==> src/rtl/button_reader.sv <==
// Push-button front end: 2-flop sync, debounce FSM, registered press/release/long strobes and press count.
// Latency DEBOUNCE_CYCLES+2 from the first edge sampling a stable pin to PRESS/RELEASE; no backpressure, strobes are one-shot.
// Optional BUTTON_READER_LONG_PRESS_EN adds the saturating hold counter and LONG strobe; otherwise LONG is tied low.
module button_reader #(
    parameter int DEBOUNCE_CYCLES = 480000,
    parameter int LONG_CYCLES     = 48000000,
    parameter bit ACTIVE_LOW      = 1'b1
) (
    input  logic       CLK,
    input  logic       RST,
    input  logic       BTN,
    output logic       LEVEL,
    output logic       PRESS,
    output logic       RELEASE,
    output logic       LONG,
    output logic [7:0] PRESS_CNT
);

    localparam int DW = $clog2(DEBOUNCE_CYCLES);
    localparam logic [DW-1:0] DB_LAST = DW'(DEBOUNCE_CYCLES - 1);

    typedef enum logic [1:0] {
        IDLE,
        PRESS_WAIT,
        HELD,
        RELEASE_WAIT
    } state_t;

    state_t        state_q, state_d;
    logic          sync1_q, sync2_q;
    logic          raw;
    logic [DW-1:0] db_q, db_d;
    logic          level_q, level_d;
    logic          press_q, press_d;
    logic          release_q, release_d;
    logic [7:0]    cnt_q, cnt_d;

    // Both sync flops reset to the idle pin level so reset never looks like a press.
    always_ff @(posedge CLK) begin
        if (RST) begin
            sync1_q <= ACTIVE_LOW;
            sync2_q <= ACTIVE_LOW;
        end else begin
            sync1_q <= BTN;
            sync2_q <= sync1_q;
        end
    end

    assign raw = sync2_q ^ ACTIVE_LOW;

    always_comb begin
        state_d   = state_q;
        db_d      = db_q;
        level_d   = level_q;
        press_d   = 1'b0;
        release_d = 1'b0;
        cnt_d     = cnt_q;
        case (state_q)
            IDLE: begin
                if (raw) begin
                    state_d = PRESS_WAIT;
                    db_d    = '0;
                end
            end
            PRESS_WAIT: begin
                if (!raw) begin
                    state_d = IDLE;
                end else if (db_q == DB_LAST) begin
                    state_d = HELD;
                    press_d = 1'b1;
                    level_d = 1'b1;
                    cnt_d   = cnt_q + 8'd1;
                end else begin
                    db_d = db_q + DW'(1);
                end
            end
            HELD: begin
                if (!raw) begin
                    state_d = RELEASE_WAIT;
                    db_d    = '0;
                end
            end
            RELEASE_WAIT: begin
                if (raw) begin
                    state_d = HELD;
                end else if (db_q == DB_LAST) begin
                    state_d   = IDLE;
                    release_d = 1'b1;
                    level_d   = 1'b0;
                end else begin
                    db_d = db_q + DW'(1);
                end
            end
            default: state_d = IDLE;
        endcase
    end

    always_ff @(posedge CLK) begin
        if (RST) begin
            state_q   <= IDLE;
            db_q      <= '0;
            level_q   <= 1'b0;
            press_q   <= 1'b0;
            release_q <= 1'b0;
            cnt_q     <= 8'd0;
        end else begin
            state_q   <= state_d;
            db_q      <= db_d;
            level_q   <= level_d;
            press_q   <= press_d;
            release_q <= release_d;
            cnt_q     <= cnt_d;
        end
    end

`ifdef BUTTON_READER_LONG_PRESS_EN
    localparam int HW = $clog2(LONG_CYCLES + 1);
    localparam logic [HW-1:0] HOLD_MAX  = HW'(LONG_CYCLES);
    localparam logic [HW-1:0] HOLD_LAST = HW'(LONG_CYCLES - 1);

    logic [HW-1:0] hold_q, hold_d;
    logic          long_q, long_d;

    // Saturating at LONG_CYCLES means HOLD_LAST is passed only once per press,
    // even across release bounces where the count is frozen and later resumes.
    always_comb begin
        hold_d = hold_q;
        long_d = 1'b0;
        if (press_d) begin
            hold_d = '0;
        end else if (state_q == HELD) begin
            if (hold_q != HOLD_MAX) begin
                hold_d = hold_q + HW'(1);
            end
            if (hold_q == HOLD_LAST) begin
                long_d = 1'b1;
            end
        end
    end

    always_ff @(posedge CLK) begin
        if (RST) begin
            hold_q <= '0;
            long_q <= 1'b0;
        end else begin
            hold_q <= hold_d;
            long_q <= long_d;
        end
    end

    assign LONG = long_q;
`else
    assign LONG = 1'b0;
`endif

    assign LEVEL     = level_q;
    assign PRESS     = press_q;
    assign RELEASE   = release_q;
    assign PRESS_CNT = cnt_q;

endmodule

==> config.mk <==
export PLATFORM = sky130hd
export DESIGN_NAME = button_reader
export DESIGN_NICKNAME = d
export VERILOG_FILES = /design/src/rtl/button_reader.sv
export SDC_FILE = /design/constraint.sdc
export NUM_CORES = 1
export LEC_CHECK = 0
export ABC_CLOCK_PERIOD_IN_PS = 3300
export CORE_MARGIN = 1.5
export CORE_UTILIZATION = 55
export DETAILED_ROUTE_END_ITERATION = 10
export GPL_TIMING_DRIVEN = 0
export PLACE_DENSITY = 0.84
export REMOVE_ABC_BUFFERS = 1
export SLEW_MARGIN = 20
export SYNTH_ARGS = -nofsm -noshare
export SYNTH_HDL_FRONTEND = slang
export SYNTH_SLANG_ARGS = --single-unit
==> constraint.sdc <==
create_clock -name CLK -period 3.3 [get_ports CLK]
set_clock_uncertainty 0.05 [all_clocks]
set_input_delay 0.66 -clock CLK [delete_from_list [all_inputs] [get_ports CLK]]
set_output_delay 0.66 -clock CLK [all_outputs]
set_load 0.1 [all_outputs]
==> flow_summary.json <==
{
  "ys_seq_share_pct": 39.6,
  "p_seq_share_pct": 60.2,
  "antenna_cells": 0,
  "grt_usage_pct": 22.7,
  "ys_types": 51,
  "hold-path-cell-count": 1,
  "yosys_cells": 197,
  "place_ws_ns": 0.374,
  "use_met1_pct": 28.1,
  "rsz0062_at_grt": "no",
  "drtIter0Drc": 86,
  "layout.nets": 212,
  "yosys.area_share.simple_pct": 30.4,
  "design.core.area_um2": 3000,
  "endpoint_kind": "primary output",
  "antenna_found_initial": 0,
  "aoi_share_pct": 19.1,
  "final.period_utilization_pct": 80.2,
  "powerDensity_nw_per_um2": 366,
  "fa_ha_area_share_pct": 1.45,
  "initial_core_util_pct": 57.3,
  "status": "completed",
  "synth.most_common_cell": "dfxtp_1",
  "arrival_ns": 1.94,
  "ant_nets": 0,
  "drtPass1Iterations": 4,
  "largestClassByArea": "combinational gates",
  "cts.sinks": 34,
  "synth_top_area_share_pct": 39.6,
  "logic_gate_count": 145,
  "hold_violations": 0,
  "cts_tree": "done",
  "seq_area_share_pct": 36.0,
  "regArea_um2": 681,
  "tool_warnings": 25,
  "cp-start-kind": "flop",
  "synth-seq-cells": 34,
  "min_period_ns": 2.65,
  "clock_area_share_pct": 2.71,
  "swShare_pct": 24.7,
  "highest_layer": "met4",
  "p_comb_uw": 49.3,
  "fmax_mhz": 378,
  "htree_num_levels": 2,
  "lay_top_count": "dfxtp_1",
  "synthTopCellsByCount": "dfxtp_1 (34), a21oi_1 (19), nand2_1 (13)",
  "r2r_end": "PRESS_CNT[7]$_SDFFE_PP0P_",
  "buf_share_pct": 6.87,
  "comb_power_share_pct": 7.1,
  "path_buffers": 1
}
### Wiring by layer

Scale: 10 px per µm. Two of the layers only.
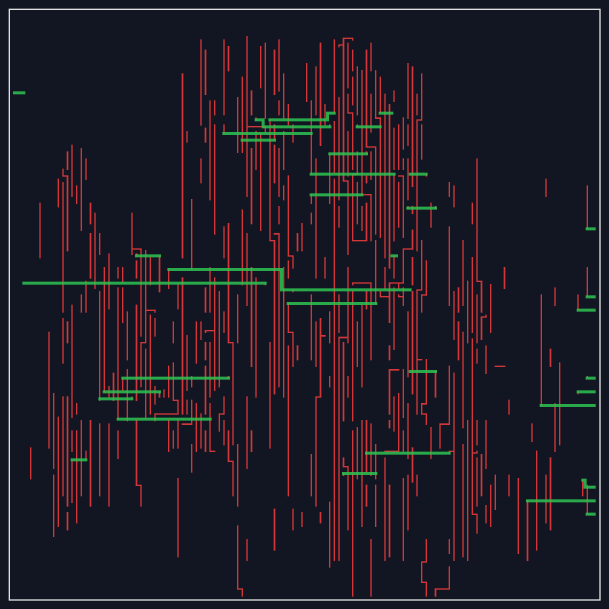
[red] metal 2 | wire length: 1860 µm
[green] metal 3 | wire length: 178 µm

### Placement density heat map

Scale: 4 px per µm. 12 x 12 tiles, from white (low) to dark blue (high), 0 to 100% covered.
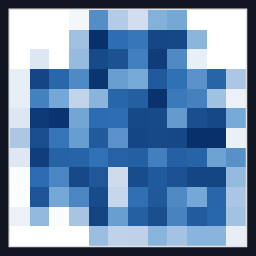
mean over tiles: 53%
emptiest ninth of the die: upper left
nearly empty tiles: 14%
fullest tile: 100%
tiles over 75% full: 38%
densest ninth of the die: centre

### Routed clock nets over the placement

Scale: 10 px per µm.
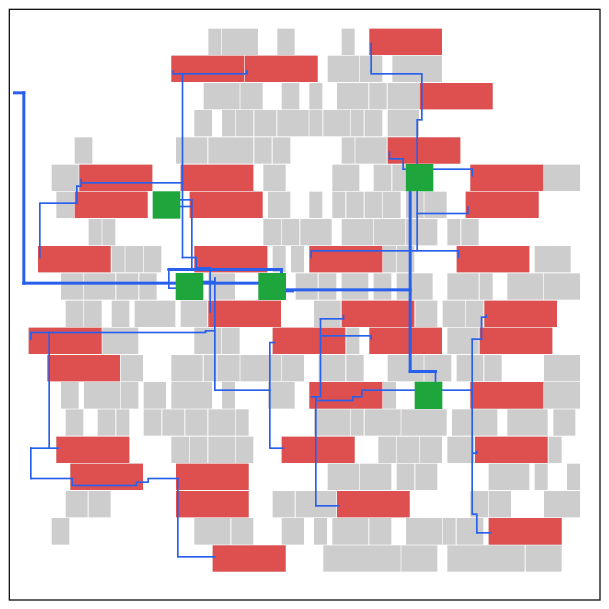
[blue] clock wires | length: 401 µm
[green] clock drivers | count: 5
[red] flip-flops | count: 34
routed clock nets: 6

### Routing congestion

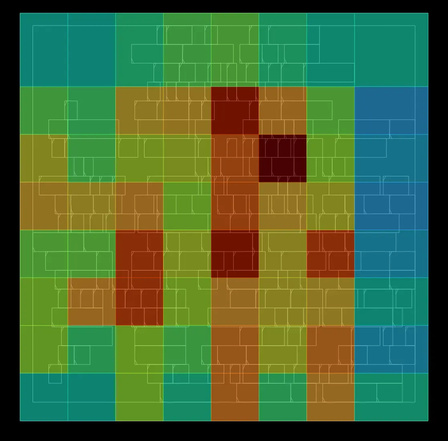
most used routing layer: met2
GR Layer Usage met2: 37.1%
Final Util: 63.0%

